### config.mk
export PLATFORM = sky130hd
export DESIGN_NAME = bin2bcd_seq
export DESIGN_NICKNAME = d
export VERILOG_FILES = /design/src/rtl/bin2bcd_seq.sv
export SDC_FILE = /design/constraint.sdc
export NUM_CORES = 1
export LEC_CHECK = 0
export ABC_CLOCK_PERIOD_IN_PS = 1600
export CAP_MARGIN = 20
export CORE_AREA = 2 2 64 66
export CTS_CLUSTER_DIAMETER = 60
export DETAILED_ROUTE_END_ITERATION = 8
export DIE_AREA = 0 0 66 68
export DONT_BUFFER_PORTS = 1
export HOLD_SLACK_MARGIN = 0.05
export PLACE_DENSITY = 0.5
export SETUP_SLACK_MARGIN = 0.1
export SLEW_MARGIN = 20
export SYNTH_ARGS = -nofsm -noshare
export SYNTH_HDL_FRONTEND = slang
export SYNTH_SLANG_ARGS = --single-unit
### constraint.sdc
create_clock -name clk -period 1.6 [get_ports clk]
set_clock_uncertainty 0.15 [all_clocks]
set_input_delay 0.16 -clock clk [delete_from_list [all_inputs] [get_ports clk]]
set_output_delay 0.16 -clock clk [all_outputs]
set_load 0.01 [all_outputs]
### src/rtl/bin2bcd_seq.sv
// Sequential 6-bit binary to two-digit BCD converter.
// Double-dabble, one shift per clock, start/busy/done handshake.
module bin2bcd_seq (
    input  logic       clk,
    input  logic       rst,
    input  logic       start,
    input  logic [5:0] i,
    output logic [3:0] tens,
    output logic [3:0] units,
    output logic       busy,
    output logic       done
);

    typedef enum logic {
        IDLE  = 1'b0,
        SHIFT = 1'b1
    } state_t;

    localparam logic [2:0] LAST_STEP = 3'd5;

    state_t     state_q, state_d;
    logic [5:0] bin_q, bin_d;
    logic [7:0] scratch_q, scratch_d;
    logic [2:0] step_q, step_d;
    logic [3:0] tens_q, tens_d;
    logic [3:0] units_q, units_d;
    logic       busy_q, busy_d;
    logic       done_q, done_d;

    logic [3:0]  hi_adj;
    logic [3:0]  lo_adj;
    logic [13:0] shifted;

    // Add-3 correction must precede the shift so each nibble stays BCD.
    always_comb begin
        hi_adj  = (scratch_q[7:4] >= 4'd5) ? scratch_q[7:4] + 4'd3
                                           : scratch_q[7:4];
        lo_adj  = (scratch_q[3:0] >= 4'd5) ? scratch_q[3:0] + 4'd3
                                           : scratch_q[3:0];
        shifted = {hi_adj, lo_adj, bin_q} << 1;
    end

    always_comb begin
        state_d   = state_q;
        bin_d     = bin_q;
        scratch_d = scratch_q;
        step_d    = step_q;
        tens_d    = tens_q;
        units_d   = units_q;
        busy_d    = busy_q;
        done_d    = 1'b0;
        unique case (state_q)
            IDLE: begin
                if (start) begin
                    bin_d     = i;
                    scratch_d = 8'd0;
                    step_d    = 3'd0;
                    busy_d    = 1'b1;
                    state_d   = SHIFT;
                end
            end
            SHIFT: begin
                scratch_d = shifted[13:6];
                bin_d     = shifted[5:0];
                step_d    = step_q + 3'd1;
                if (step_q == LAST_STEP) begin
                    tens_d  = shifted[13:10];
                    units_d = shifted[9:6];
                    done_d  = 1'b1;
                    busy_d  = 1'b0;
                    state_d = IDLE;
                end
            end
            default: state_d = IDLE;
        endcase
    end

    always_ff @(posedge clk) begin
        if (rst) begin
            state_q   <= IDLE;
            bin_q     <= 6'd0;
            scratch_q <= 8'd0;
            step_q    <= 3'd0;
            tens_q    <= 4'd0;
            units_q   <= 4'd0;
            busy_q    <= 1'b0;
            done_q    <= 1'b0;
        end else begin
            state_q   <= state_d;
            bin_q     <= bin_d;
            scratch_q <= scratch_d;
            step_q    <= step_d;
            tens_q    <= tens_d;
            units_q   <= units_d;
            busy_q    <= busy_d;
            done_q    <= done_d;
        end
    end

    assign tens  = tens_q;
    assign units = units_q;
    assign busy  = busy_q;
    assign done  = done_q;

endmodule
Run 1, ports around the boundary:
Pins as bars across the die edge, other pins in grey.
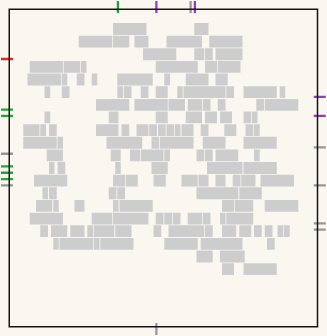
`clk`: in red, pins 1, direction input, edge left. `i`: in green, pins 6, direction input, edge 5 left, 1 top. `units`: in purple, pins 4, direction output, edge 2 top, 2 right.
vertical die dimension: 68 µm
port bufs: 0
x dimension of the die: 66 µm

Run 1, selected gate families:
Bar = 20 µm.
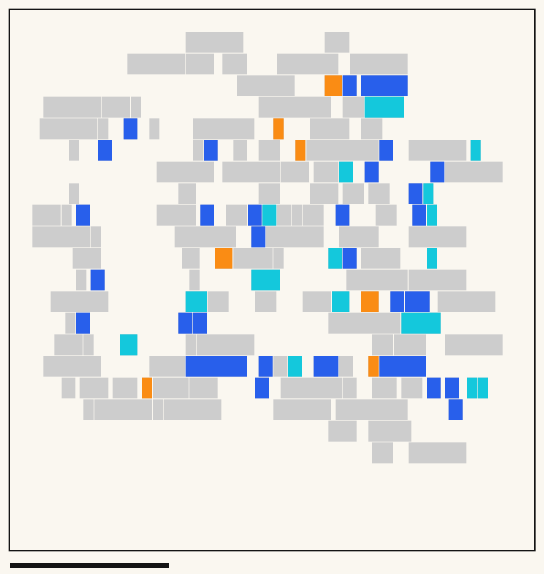
inverters: in orange, cells 7. inverting AOI/OAI gates: in blue, cells 30, most used a21oi_1. NAND gates: in cyan, cells 16, most used nand2_1.
number of standard cells in the final layout excluding fillers: 199
most frequent logic cell in the layout: dfxtp_1
fraction of area in multi-input gates: 46.8%

Run 1, sequential cells coloured by netlist name:
Other sequential cells in the stronger grey, the rest of the logic in the fainter grey.
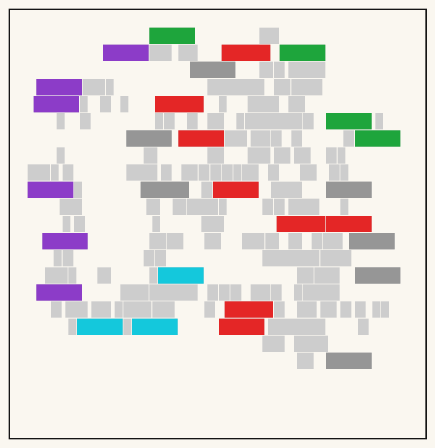
`step_q`: in cyan, flops 3. `units`: in green, flops 4. `scratch_q`: in red, flops 8. `bin_q`: in purple, flops 6.
Another 7 sequential cells are not coloured.

==> notes.org, run 1 <==
#+TITLE: Flow metrics

** GRT
- All-layer global routing usage :: 13.2%
- The global route stage reports its total congestion overflow as 0.
- On met2, the global router reports a usage of 23.9%.
- Met1 usage :: 13.6%
- Initial antenna violation count :: 0
- Highest-utilization routing layer at the global route stage :: met2

** Finish
- With fillers left out, the area of the finished cells amounts to 0.00155 mm².
- Summing all flip-flop and latch instances after layout gives 567 µm².
- Per the layout report, the design carries 397 filler cells.
- MI comb area :: 723 µm²
- The number of antenna diodes in the final layout is 0.
- Area grow syn2layout :: 22.5%

** Synthesis
- The chip area line in the Yosys stat output reads 0.00126 mm².
- Syn Inst Count :: 138
- Post-synthesis share of cell area spent on full adders, half adders and majority gates :: 5.95%
- After synthesis, the mean cell area works out to 9.14 µm².
- In the Yosys report, the sequential cells make up 44.4% of the chip area.
- And+or+nand+nor area frac :: 18.0%
- The main area contributors are dfxtp_1 44%, mux2i_1 7.1%, ha_1 6.0%, a21oi_1 5.2%, nor2_1 5.1%.
- Nets in the synthesized netlist :: 153
- The portion of synthesized area spent on multiplexers is 8.33%.
- The post-synth count of flops with an enable pin is 0.
- In the Yosys report the total cell count is 138.
- Summing the areas of all xor and xnor instances in the mapped netlist gives 1.39% of the synthesized area.
- In this run, distinct cell masters in the synthesized netlist total 32.
- Top cells by instance count after synthesis :: 28 x dfxtp_1, 17 x nor2_1, 13 x a21oi_1
- In the synthesized netlist the dominant register cell turns out to be dfxtp_1.
- Ys Warns :: 0
- In this run the cell area of the synthesized design comes to 0.00126 mm².

** Final timing
- Summed over all failing endpoints, the final setup total negative slack is 0 ns.
- Transition time at the pin with the least slew margin :: 0.309 ns
- Setup-violating endpoint count in the final report :: 0
- The final timing report lists a max-slew violation count of 0.
- Setup repair after global routing could not meet its margin everywhere.
- Per the final timing report, the hold violations number 17.
- Worst hold slack across all endpoints :: -0.209 ns
- Time the worst path needs with I/O delays and setup :: 1.48 ns

** Drt
- Routed length on met1 :: 1180 µm
- Wire length on met2 :: 1330 µm
- Drc violations :: 0
- Aggregate routed wire length :: 2690 µm
- Number of DRC markers in iteration 0 :: 35
- Total vias in the final route :: 982
- Per-cell routed wire length :: 13.5 µm

** Power
- Maximum ir drop on the vdd rail :: 0.000413 V
- Combinational logic burns 7.6% of the power.
- Sequential Power Share :: 57.6%
- The clock network power reported by the tool is 440 µW.
- Power per unit of standard cell area :: 818 mW/mm²
- Net switching power of the design :: 282 µW
- Power attributed to combinational cells is 96.0 µW.

** Place
- Weighted congestion reported at the end of routability-driven placement :: 0.710
- Cell area reported after detailed placement :: 0.00135 mm²
- The wire-length estimate of the detail-placed layout is 1890 µm.

** Floorplanning
- Total I/O pin count :: 19
- Die Size :: 0.00449 mm²
- According to the floorplan log, the row count is 23.

** Setup path
- Grouping stages by cell kind, the critical path spends the most delay in flip-flops.
- Required time of the critical path :: 1.62 ns
- Along the worst path, the maximum fanout reaches 3.
- End point of the critical path :: scratch_q[5]
- Critical path arrival :: 1.49 ns
- STA classifies the critical path startpoint as a flop.
- For reference, the most critical setup path is categorized as flop to flop.
- STA lists the startpoint of the worst register-to-register path as scratch_q[5].
- The critical path contains buffers and inverters numbering 2 combined.
- Per the timing report, the most critical flop-to-flop path finishes at scratch_q[5].
- Number of cell instances on the worst register-to-register path :: 7
- Slowest stage cell on the critical path :: dfxtp_2

** Clock network
- CTS H-Tree Depth :: 1
- According to the CTS report, the clock sink count is 28.
- Clk_lat worst skew :: 0.27 ns
- In the CTS report, the clock slew at the register clock pins of the worst setup and hold paths is listed as 0.09 ns.
- TritonCTS clock tree :: yes
- The root buffer cell chosen for the clock tree is clkbuf_8.
- Count of hold buffers inserted by post-cts repair :: 1
- Inserted Clock Buffers :: 3

** Outcome
- Outcome :: finished, violations left
- The final reports fail on hold timing.

** Hold path
- Number of cells on the worst hold path :: 1
- The type recorded for the worst min-delay path is input pin to flop.
-- run 1: state kept, by name (all words and copies together) (netlist names) --
register and cells:
bin_q 6, busy 1, done 1, scratch_q 8
state_q 1, step_q 3, tens 4, units 4
-- run 1: metrics by stage --
stage | util, % | hold slack [ns] | setup slack (ns)
after detailed placement | 34.9 | 0.0850 | -0.0226
after global placement | 34.9 | 0.0824 | 0.0344
after CTS | 39.0 | -0.217 | 0.101
after floorplan | - | 0.197 | 0.0800
after global routing | 40.1 | -0.231 | 0.0511
final | 40.1 | -0.209 | 0.124
-- run 1: layout make-up --
| class | count | share of cell area (%) |
|---|---|---|
| well taps | 50 | 4.05 |
| repair buffers | 13 | 6.72 |
| inverters | 7 | 2.19 |
| multi-input cells | 97 | 46.8 |
| clock buffers | 4 | 3.56 |
| flip-flops and latches | 28 | 36.7 |
-- run 1: cell usage in the layout (no fill, tap or decap), types with 2 or more instances in the layout --
| cell type | n |
|---|---|
| dfxtp_1 | 23 |
| nand2b_1 | 2 |
| nand3_1 | 4 |
| a22o_1 | 2 |
| a21oi_4 | 2 |
| ha_4 | 4 |
| clkbuf_8 | 4 |
| nor3b_1 | 3 |
| buf_4 | 11 |
| nand2_1 | 6 |
| nor2b_1 | 2 |
| nor3_1 | 6 |
| mux2i_1 | 8 |
| ha_1 | 2 |
| inv_2 | 3 |
| inv_4 | 3 |
| xnor2_1 | 2 |
| dfxtp_2 | 5 |
| a21oi_1 | 13 |
| nand2b_4 | 2 |
| o21ai_0 | 9 |
| o21ai_1 | 3 |
| nor2_1 | 17 |
-- run 1: timing repair --
| action | 4_1_cts | 5_1_grt |
|---|---|---|
| pin swaps | 4 | 2 |
| setup endpoints to repair | 11 | 14 |
| resized | 20 | 6 |
| hold endpoints to repair | 22 | 19 |
| buffers inserted | 2 | 3 |
--- run 2 (diff from run 1) ---
--- a/config.mk
+++ b/config.mk
@@ -7,13 +7,13 @@
 export LEC_CHECK = 0
 export ABC_CLOCK_PERIOD_IN_PS = 1600
 export CAP_MARGIN = 20
-export CORE_AREA = 2 2 64 66
+export CORE_AREA = 2 2 52 54
 export CTS_CLUSTER_DIAMETER = 60
 export DETAILED_ROUTE_END_ITERATION = 8
-export DIE_AREA = 0 0 66 68
+export DIE_AREA = 0 0 54 56
 export DONT_BUFFER_PORTS = 1
 export HOLD_SLACK_MARGIN = 0.05
-export PLACE_DENSITY = 0.5
+export PLACE_DENSITY = 0.7
 export SETUP_SLACK_MARGIN = 0.1
 export SLEW_MARGIN = 20
 export SYNTH_ARGS = -nofsm -noshare
Run 2, selected gate families:
Bar = 20 µm.
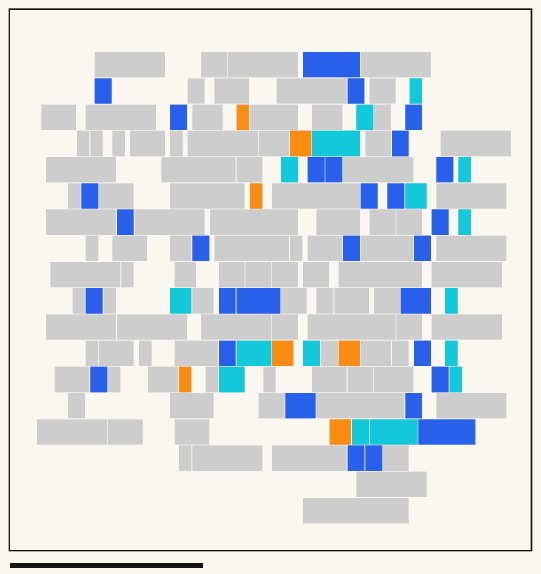
number of standard cells in the final layout excluding fillers: 181
fraction of area in multi-input gates: 46.9%

Run 2, sequential cells coloured by netlist name:
Other sequential cells in the stronger grey, the rest of the logic in the fainter grey.
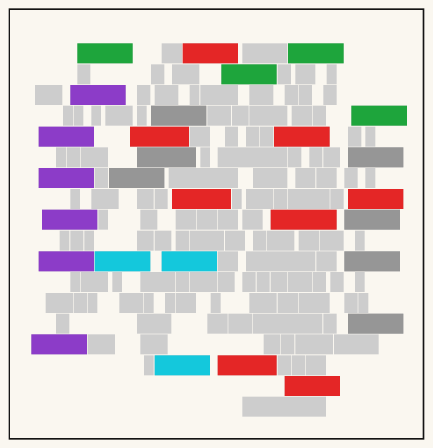
`bin_q`: in purple, flops 6. `units`: in green, flops 4. `step_q`: in cyan, flops 3. `scratch_q`: in red, flops 8.
sequential fraction of total cell area: 37.0%
Sequential Area: 569 µm²
core occupancy in the finished layout: 63.3%
sequential cell power: 727 µW

==> run 2 against run 1 <==
Against the previous run:
- the flow still finishes with violations (hold timing)
- highest routed layer unchanged
- hold slack worse by 0.093 ns
- area after synthesis unchanged
- fmax down 1.9%
- sequential cell count unchanged
- design area down 0.40%
- die size down 33%
- largest power group unchanged
==> notes.org, run 2 <==
#+TITLE: Flow metrics

** Clock network
- The clock latency on the worst-skew pair came to 0.35 ns (was 0.27 ns).
- Cell at the root of the clock tree :: clkbuf_4 (was clkbuf_8)
- TritonCTS clock tree :: yes (unchanged)
- The H-tree depth came to 1 (unchanged).
- The number of sinks on the clock net was 28 (unchanged).
- The CTS clock-pin slew for the worst setup and hold paths was 0.16 ns (was 0.09 ns).
- The number of buffers added by the clock tree synthesis step is 3 (unchanged).

** Synthesis
- The proportion of synthesized area in mux cells is 8.33% (unchanged).
- Distinct cell type count of the synthesized netlist :: 32 (unchanged)
- Commonest flop :: dfxtp_1 (unchanged)
- The cell count in the Yosys report is 138 (unchanged).
- The post-synth design cell area came to 0.00126 mm² (unchanged).
- Top cells by instance count after synthesis: 28 x dfxtp_1, 17 x nor2_1, 13 x a21oi_1 (unchanged).
- Yosys Chip Area :: 0.00126 mm² (unchanged)
- Top area cell types :: dfxtp_1 44%, mux2i_1 7.1%, ha_1 6.0%, a21oi_1 5.2%, nor2_1 5.1% (unchanged)
- The adder and majority gate portion of the synthesized area is 5.95% (unchanged).
- Sequential element share of the synthesized area :: 44.4% (unchanged)
- EDFF count, synth :: 0 (unchanged)
- The simple-gate area share of the yosys netlist came to 18.0% (unchanged).
- Nets in the synthesized netlist :: 153 (unchanged)
- The warning count from the yosys run was 0 (unchanged).
- Cell with the most instances after synthesis :: dfxtp_1 (unchanged)
- Mean post-synth cell area :: 9.14 µm² (unchanged)

** Setup path
- The endpoint of the most critical setup path is units[2] (was scratch_q[5]).
- The worst endpoint data arrival time came to 1.67 ns (was 1.49 ns).
- Critical path fanouts, max :: 3 (unchanged)
- The type of origin of the critical path was a flop (unchanged).
- The critical path start-end classification is flop to flop (unchanged).
- The endpoint required time on the critical path is 1.76 ns (was 1.62 ns).
- Worst path top cell family by delay :: flip-flops (unchanged)
- Reg-to-reg critical path endpoint :: units[2] (was scratch_q[5])
- Slowest stage cell on the critical path :: dfxtp_2 (unchanged)
- Buf/Inv on CP :: 1 (was 2)
- Crit path launch :: scratch_q[1] (was scratch_q[5])
- Startpoint of the worst-slack reg-to-reg timing path :: scratch_q[1] (was scratch_q[5])

** Floorplanning
- The overall chip area came to 0.00302 mm² (was 0.00449 mm²).
- The row count was 18 (was 23).

** Finish
- The area growth from synthesis to layout was 22.0% (was 22.5%).
- MI comb area :: 722 µm² (was 723 µm²)
- Most used cells in the layout excluding fill and tap cells :: 23 x dfxtp_1, 16 x nor2_1, 13 x a21oi_1 (was 23 x dfxtp_1, 17 x nor2_1, 13 x a21oi_1)
- The number of antenna cells inserted came to 0 (unchanged).
- Largest registers in the final layout :: scratch_q (8), bin_q (6) (unchanged)
- The most frequent logic cell in the layout is dfxtp_1 (unchanged).
- Post-layout nets :: 167 (was 165)
- The number of flip-flops in the largest register came to 8 (unchanged).
- The total of fill cells in the finished design came to 197 (was 397).
- Register name with the most flops :: scratch_q (unchanged)

** Final timing
- Time the worst path needs with I/O delays and setup :: 1.51 ns (was 1.48 ns)
- The actual slew at the worst max-slew pin was 0.621 ns (was 0.309 ns).
- Final Hold Viols :: 26 (was 17)
- The number of max-slew violations in the final report was 0 (unchanged).
- Worst hold slack across all endpoints :: -0.302 ns (was -0.209 ns)
- Setup-violating endpoint count in the final report :: 0 (unchanged)

** Outcome
- Outcome :: finished, violations left (unchanged)
- Failing checks: hold timing (unchanged).

** Drt
- Per-cell routed wire length :: 15.0 µm (was 13.5 µm)
- The number of design rule violations left after detail routing is 0 (unchanged).
- The post-detailed-route count of antenna-violating nets was 0 (unchanged).
- The DRC marker count from the first detailed-route iteration was 22 (was 35).
- Aggregate routed wire length :: 2710 µm (was 2690 µm)

** GRT
- Number of global-route vias before repair :: 993 (was 1012)
- Leftover overflow at the end of global routing :: 0 (unchanged)
- All-layer global routing usage :: 19.0% (was 13.2%)
- The number of antenna violations at the first check in global routing is 0 (unchanged).

** Power
- Maximum ir drop on the vdd rail :: 0.000659 V (was 0.000413 V)
- Power per unit of standard cell area :: 852 mW/mm² (was 818 mW/mm²)

** Place
- The routability congestion estimate from global placement came to 0.898 (was 0.710).
- The HPWL after detailed placement was 1780 µm (was 1890 µm).
- Port bufs :: 0 (unchanged)

** Hold path
- The instance count along the most critical hold path came to 1 (unchanged).
- The type of the tightest min-delay check is input pin to flop (unchanged).
Run 2, ports around the boundary:
Pins as bars across the die edge, other pins in grey.
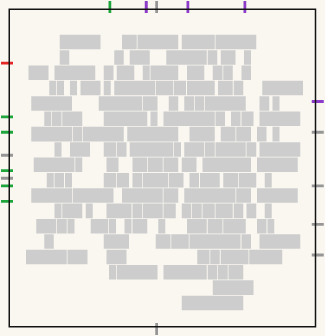
`i`: in green, pins 6, direction input, edge 5 left, 1 top. `clk`: in red, pins 1, direction input, edge left. `units`: in purple, pins 4, direction output, edge 3 top, 1 right.
All pins by edge: 8 left, 5 top, 5 right, 1 bottom.
x dimension of the die: 54 µm
vertical die dimension: 56 µm

## run 2: worst min path at each step
stage | start | end
floorplan | start | scratch_q[6]
global placement | rst | scratch_q[7]
detailed placement | rst | scratch_q[7]
CTS | rst | scratch_q[3]
global route | rst | scratch_q[0]
finish | rst | scratch_q[0]
## run 2: timing repair
item | 4_1_cts | 5_1_grt
endpoints found under the hold margin | 26 | 26
buffers inserted | 3 | 2
setup endpoints to repair | 8 | 12
gates resized | 17 | 12
pin swaps | 4 | 3
hold buffers | 1 | 1
## run 2: logic make-up after synthesis
logic type	Yosys count
and+or+nand+nor	45
AOI/OAI and AO/OA	34
DFF	28
buffers and inverters	13
muxes	10
adders and majority gates	6
xor gates and xnor gates	2
## run 2: metal layers
metal	vias up	global-route usage, %	part of all wire (%)
met2	22	32.2	51
met4	0	8.21	1.7
met3	5	3.76	4.2
met1	507	22.2	43
li1	507	-	-
met5	-	0	0
## run 2: through the flow
step	instances	hold slack [ns]	setup slack (ns)	total power, mW	instance area (µm²)
after floorplan	138	0.197	0.0800	0.820	1270
after global placement	170	0.0819	0.0601	0.826	1330
after detailed placement	170	0.0841	0.0264	0.830	1330
after CTS	178	-0.288	0.0954	1.30	1470
after global routing	181	-0.321	0.0421	1.36	1540
final	181	-0.302	0.0945	1.31	1540
## run 2: power breakdown
group | internal, mW | switching [mW]
Clock | 0.254 | 0.228
Sequential | 0.713 | 0.0142
Combinational | 0.0457 | 0.0570
Total | 1.01 | 0.299
## run 2: area by class of cell
class / instances / area share [%]
Clock buffer: 3 / 1.46
Sequential cell: 28 / 37.0
Tap cell: 30 / 2.44
Clock inverter: 1 / 1.95
Multi-Input combinational cell: 97 / 46.9
Timing Repair Buffer: 15 / 7.89
Inverter: 7 / 2.36
Power is estimated from default activity; no workload was simulated.
